**src/rtl/rc4_pkg.sv**
```systemverilog
// rc4_pkg: shared RC4 types and constants used by the KSA and decode stages
package rc4_pkg;

    localparam int S_SIZE                = 256;
    localparam int RC4_KEY_BYTES_DEFAULT = 3;

    typedef enum logic [3:0] {
        ST_IDLE,
        ST_INIT,
        ST_RD_I_ADDR,
        ST_RD_I,
        ST_UPD_J,
        ST_RD_J_ADDR,
        ST_RD_J,
        ST_WR_I,
        ST_WR_J,
        ST_NEXT,
        ST_DONE
    } rc4_state_e;

endpackage

```
**src/rtl/rc4_key_byte_sel.sv**
```systemverilog
// rc4_key_byte_sel: picks key byte kidx from a packed key, byte 0 being the MSB
module rc4_key_byte_sel #(
    parameter int KEY_BYTES = 3,
    parameter int KW        = 2
) (
    input  logic [8*KEY_BYTES-1:0] key,
    input  logic [KW-1:0]          kidx,
    output logic [7:0]             key_byte
);

    // Mux over the key bytes; kidx counts in MSB-first order
    always_comb begin
        key_byte = '0;
        for (int k = 0; k < KEY_BYTES; k++)
            if (kidx == KW'(k)) key_byte = key[8*(KEY_BYTES-1-k) +: 8];
    end

endmodule

```
**src/rtl/rc4_ksa.sv**
```systemverilog
// rc4_ksa: RC4 key scheduling (identity init + KSA shuffle) on an external S memory.
// Optional macro RC4_KSA_SELF_SWAP_SKIP_EN skips the read/write of S[j] when j==i.
module rc4_ksa
    import rc4_pkg::*;
#(
    parameter int KEY_BYTES = RC4_KEY_BYTES_DEFAULT
) (
    input  logic                   clk,
    input  logic                   reset_n,
    input  logic                   start,
    input  logic [8*KEY_BYTES-1:0] secret_key,
    output logic [7:0]             s_memory_address,
    output logic [7:0]             s_memory_data,
    output logic                   s_memory_write_enable,
    input  logic [7:0]             s_memory_q,
    output logic                   busy,
    output logic                   finish
);

    localparam int KW = (KEY_BYTES > 1) ? $clog2(KEY_BYTES) : 1;

    rc4_state_e             state_q, state_d;
    logic [7:0]             i_q, i_d, j_q, j_d, si_q, si_d, sj_q, sj_d;
    logic [KW-1:0]          kidx_q, kidx_d;
    logic [8*KEY_BYTES-1:0] key_q, key_d;
    logic [7:0]             key_byte, j_sum;

    rc4_key_byte_sel #(.KEY_BYTES(KEY_BYTES), .KW(KW)) u_key_sel (
        .key      (key_q),
        .kidx     (kidx_q),
        .key_byte (key_byte)
    );

    assign j_sum = j_q + si_q + key_byte;

    // Next-state, register updates and memory-port outputs
    always_comb begin
        state_d               = state_q;
        i_d                   = i_q;
        j_d                   = j_q;
        si_d                  = si_q;
        sj_d                  = sj_q;
        kidx_d                = kidx_q;
        key_d                 = key_q;
        s_memory_address      = '0;
        s_memory_data         = '0;
        s_memory_write_enable = 1'b0;
        finish                = 1'b0;
        case (state_q)
            ST_IDLE: if (start) begin
                i_d     = '0;
                j_d     = '0;
                kidx_d  = '0;
                key_d   = secret_key;
                state_d = ST_INIT;
            end
            ST_INIT: begin
                s_memory_address      = i_q;
                s_memory_data         = i_q;
                s_memory_write_enable = 1'b1;
                i_d                   = i_q + 8'd1;
                if (i_q == 8'(S_SIZE-1)) state_d = ST_RD_I_ADDR;
            end
            ST_RD_I_ADDR: begin
                s_memory_address = i_q;
                state_d          = ST_RD_I;
            end
            ST_RD_I: begin
                s_memory_address = i_q;
                si_d             = s_memory_q;
                state_d          = ST_UPD_J;
            end
            ST_UPD_J: begin
                j_d = j_sum;
`ifdef RC4_KSA_SELF_SWAP_SKIP_EN
                state_d = (j_sum == i_q) ? ST_NEXT : ST_RD_J_ADDR;
`else
                state_d = ST_RD_J_ADDR;
`endif
            end
            ST_RD_J_ADDR: begin
                s_memory_address = j_q;
                state_d          = ST_RD_J;
            end
            ST_RD_J: begin
                s_memory_address = j_q;
                sj_d             = s_memory_q;
                state_d          = ST_WR_I;
            end
            ST_WR_I: begin
                s_memory_address      = i_q;
                s_memory_data         = sj_q;
                s_memory_write_enable = 1'b1;
                state_d               = ST_WR_J;
            end
            ST_WR_J: begin
                s_memory_address      = j_q;
                s_memory_data         = si_q;
                s_memory_write_enable = 1'b1;
                state_d               = ST_NEXT;
            end
            ST_NEXT: begin
                kidx_d = (kidx_q == KW'(KEY_BYTES-1)) ? '0 : kidx_q + 1'b1;
                if (i_q == 8'(S_SIZE-1)) state_d = ST_DONE;
                else begin
                    i_d     = i_q + 8'd1;
                    state_d = ST_RD_I_ADDR;
                end
            end
            ST_DONE: begin
                finish  = 1'b1;
                state_d = ST_IDLE;
            end
            default: state_d = ST_IDLE;
        endcase
    end

    assign busy = (state_q != ST_IDLE);

    // State and datapath registers; reset aborts any run back to IDLE
    always_ff @(posedge clk or negedge reset_n) begin
        if (!reset_n) begin
            state_q <= ST_IDLE;
            i_q     <= '0;
            j_q     <= '0;
            si_q    <= '0;
            sj_q    <= '0;
            kidx_q  <= '0;
            key_q   <= '0;
        end else begin
            state_q <= state_d;
            i_q     <= i_d;
            j_q     <= j_d;
            si_q    <= si_d;
            sj_q    <= sj_d;
            kidx_q  <= kidx_d;
            key_q   <= key_d;
        end
    end

endmodule

```
**config.mk**
```make
export PLATFORM = sky130hd
export DESIGN_NAME = rc4_ksa
export DESIGN_NICKNAME = d
export VERILOG_FILES = /design/src/rtl/rc4_pkg.sv /design/src/rtl/rc4_key_byte_sel.sv /design/src/rtl/rc4_ksa.sv
export SDC_FILE = /design/constraint.sdc
export NUM_CORES = 1
export LEC_CHECK = 0
export ABC_AREA = 0
export CORE_ASPECT_RATIO = 1.5
export CORE_MARGIN = 2
export CORE_UTILIZATION = 35
export DETAILED_ROUTE_END_ITERATION = 10
export PLACE_DENSITY = 0.58
export SETUP_SLACK_MARGIN = 0.15
export SLEW_MARGIN = 20
export SYNTH_ARGS = -nofsm -noshare
export SYNTH_HDL_FRONTEND = slang
export SYNTH_HIERARCHICAL = 1
export SYNTH_SLANG_ARGS = --single-unit
```
**constraint.sdc**
```tcl
create_clock -name clk -period 2.5 [get_ports clk]
set_input_delay 0.25 -clock clk [delete_from_list [all_inputs] [get_ports clk]]
set_output_delay 0.25 -clock clk [all_outputs]
set_load 0.005 [all_outputs]
```
clocks.png
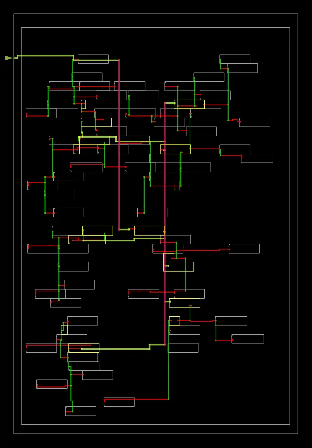
number of buffers inserted during clock tree synthesis: 9
power in the clock group: 1.22 mW
clock buffer count in the final layout: 10
flop count: 62
total clock sinks: 62

power_grid.png
Scale: 3 px per micron. Pins as bars on the die edge. Tap cells in grey.
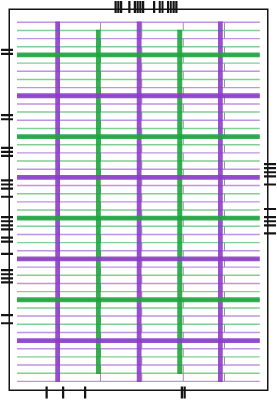
legend:
  VSS:
    colour: purple
  VDD:
    colour: green
tap cells: 115
rows: 44
met5 straps: 8
met4 straps: 5

wires.png
Scale: 3 px per micron.
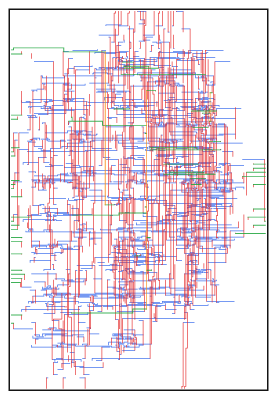
legend:
  metal 4:
    colour: orange
    wire_length: 133 microns
  metal 1:
    colour: blue
    wire_length: 3860 microns
  metal 2:
    colour: red
    wire_length: 5110 microns
  metal 3:
    colour: green
    wire_length: 401 microns

layer_met3.png
Scale: 2 px per micron.
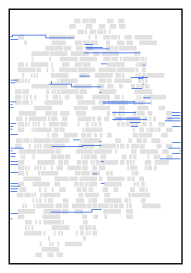
nets with wire on the layer: 51
main direction: horizontal

==> impl_table.tex <==
% Auto-generated results table
\begin{tabular}{lr}
\hline
Metric & Value \\
\hline
\multicolumn{2}{l}{\textbf{Final layout}} \\
Dominant logic cell types in the final layout & nand2\_1, dfrtp\_1, clkdlybuf4s50\_1 \\
Count of placed standard cells in the final layout, fillers left out & 567 \\
Number of nets in the layout & 497 \\
Multi-input logic cell count & 270 \\
Largest cell class by area & combinational gates \\
Seq/total area & 0.327 \\
\multicolumn{2}{l}{\textbf{Final timing}} \\
Setup-violating endpoint count in the final report & 9 \\
Post-layout period usage of the worst path & 1.09 \\
Largest clock skew in the final design & 0.00340 ns \\
Final critical-path setup slack & -0.223 ns \\
RSZ-0062 raised after global routing & yes \\
\multicolumn{2}{l}{\textbf{Hold path}} \\
Number of stages on the worst hold path & 3 \\
\multicolumn{2}{l}{\textbf{Outcome}} \\
Violations in the final reports & negative setup slack \\
Run status & finished, violations left \\
\multicolumn{2}{l}{\textbf{Critical path}} \\
Maximum single-stage delay on the critical path & 0.44 ns \\
Type of the worst setup path & reg -> reg \\
Crit path top cell by count & mux2i\_1 \\
\multicolumn{2}{l}{\textbf{Power and ir drop}} \\
Fraction of power consumed by the clock network & 0.529 \\
Pwr per Cell Area & 484 nW/um\^{}2 \\
Sequential share of power & 0.436 \\
Part of the power in combinational logic & 0.035 \\
\multicolumn{2}{l}{\textbf{Detailed routing}} \\
Vias after detailed routing & 2974 \\
\multicolumn{2}{l}{\textbf{Run}} \\
Number of max-cap violations & 0 \\
\multicolumn{2}{l}{\textbf{Yosys}} \\
Syn Inst Count & 365 \\
Distinct cells, synth & 44 \\
Biggest area consumer among synthesized cells & dfrtp\_1 \\
Main area contributors & dfrtp\_1, nand2\_1, mux2\_2 \\
\multicolumn{2}{l}{\textbf{Die}} \\
Die W & 85.7 microns \\
\multicolumn{2}{l}{\textbf{Global routing}} \\
GR Util All Layers & 0.186 \\
Antenna violations before repair & 0 \\
\hline
\end{tabular}
==> timing repair <==
item	in CTS	in global routing
setup buffers	5	0
hold endpoints to repair	27	0
gates cloned	1	0
endpoints found under the setup margin	22	22
resized	20	3
hold buffers	1	0
pin swaps	8	1
==> metal layers <==
metal	up-vias	global-route usage	part of all wire
met5	-	0	0
met4	0	0.0719	0.014
met3	12	0.0364	0.042
met2	81	0.329	0.54
met1	1455	0.218	0.41
li1	1426	-	-
==> flip-flops by register name, indices dropped and copies added (netlist names) <==
register,flops
kidx_q,2
si_q,8
key_q,24
i_q,8
sj_q,8
j_q,8
state_q,4
==> cells by family (layout without fill, tap and decap cells) <==
| group | after synthesis | after routing | share of synthesized area |
|---|---|---|---|
| buffers and inverters | 34 | 120 | 0.0468 |
| flip-flops | 62 | 62 | 0.443 |
| AND-OR/OR-AND | 65 | 65 | 0.132 |
| XOR/XNOR | 9 | 9 | 0.0225 |
| multiplexers | 27 | 27 | 0.0829 |
| AND/OR/NAND/NOR | 153 | 154 | 0.202 |
| adder cells (fa/ha/maj) | 15 | 15 | 0.0707 |
==> metrics by stage <==
stage	util	worst slack [ns]	area, sq um	hold slack, ns
after detailed placement	0.447	-0.300	4330	0.312
after CTS	0.490	-0.221	4750	0.445
after global routing	0.491	-0.328	4760	0.453
after floorplan	-	-0.177	3510	-0.0456
final	0.491	-0.223	4760	0.452
after global placement	0.447	-0.167	4330	0.304
==> final timing paths <==
check,to,slack (ns)
worst max-delay path,j_q[7],-0.22
worst min-delay path,key_q[12],0.45
worst max register to register,j_q[7],-0.22
min in group asynchronous,key_q[0],0.48
max in group asynchronous,state_q[2],1.39
worst min register to register,key_q[14],0.47
Power figures rest on the tool's default switching activity, not on a simulated workload.
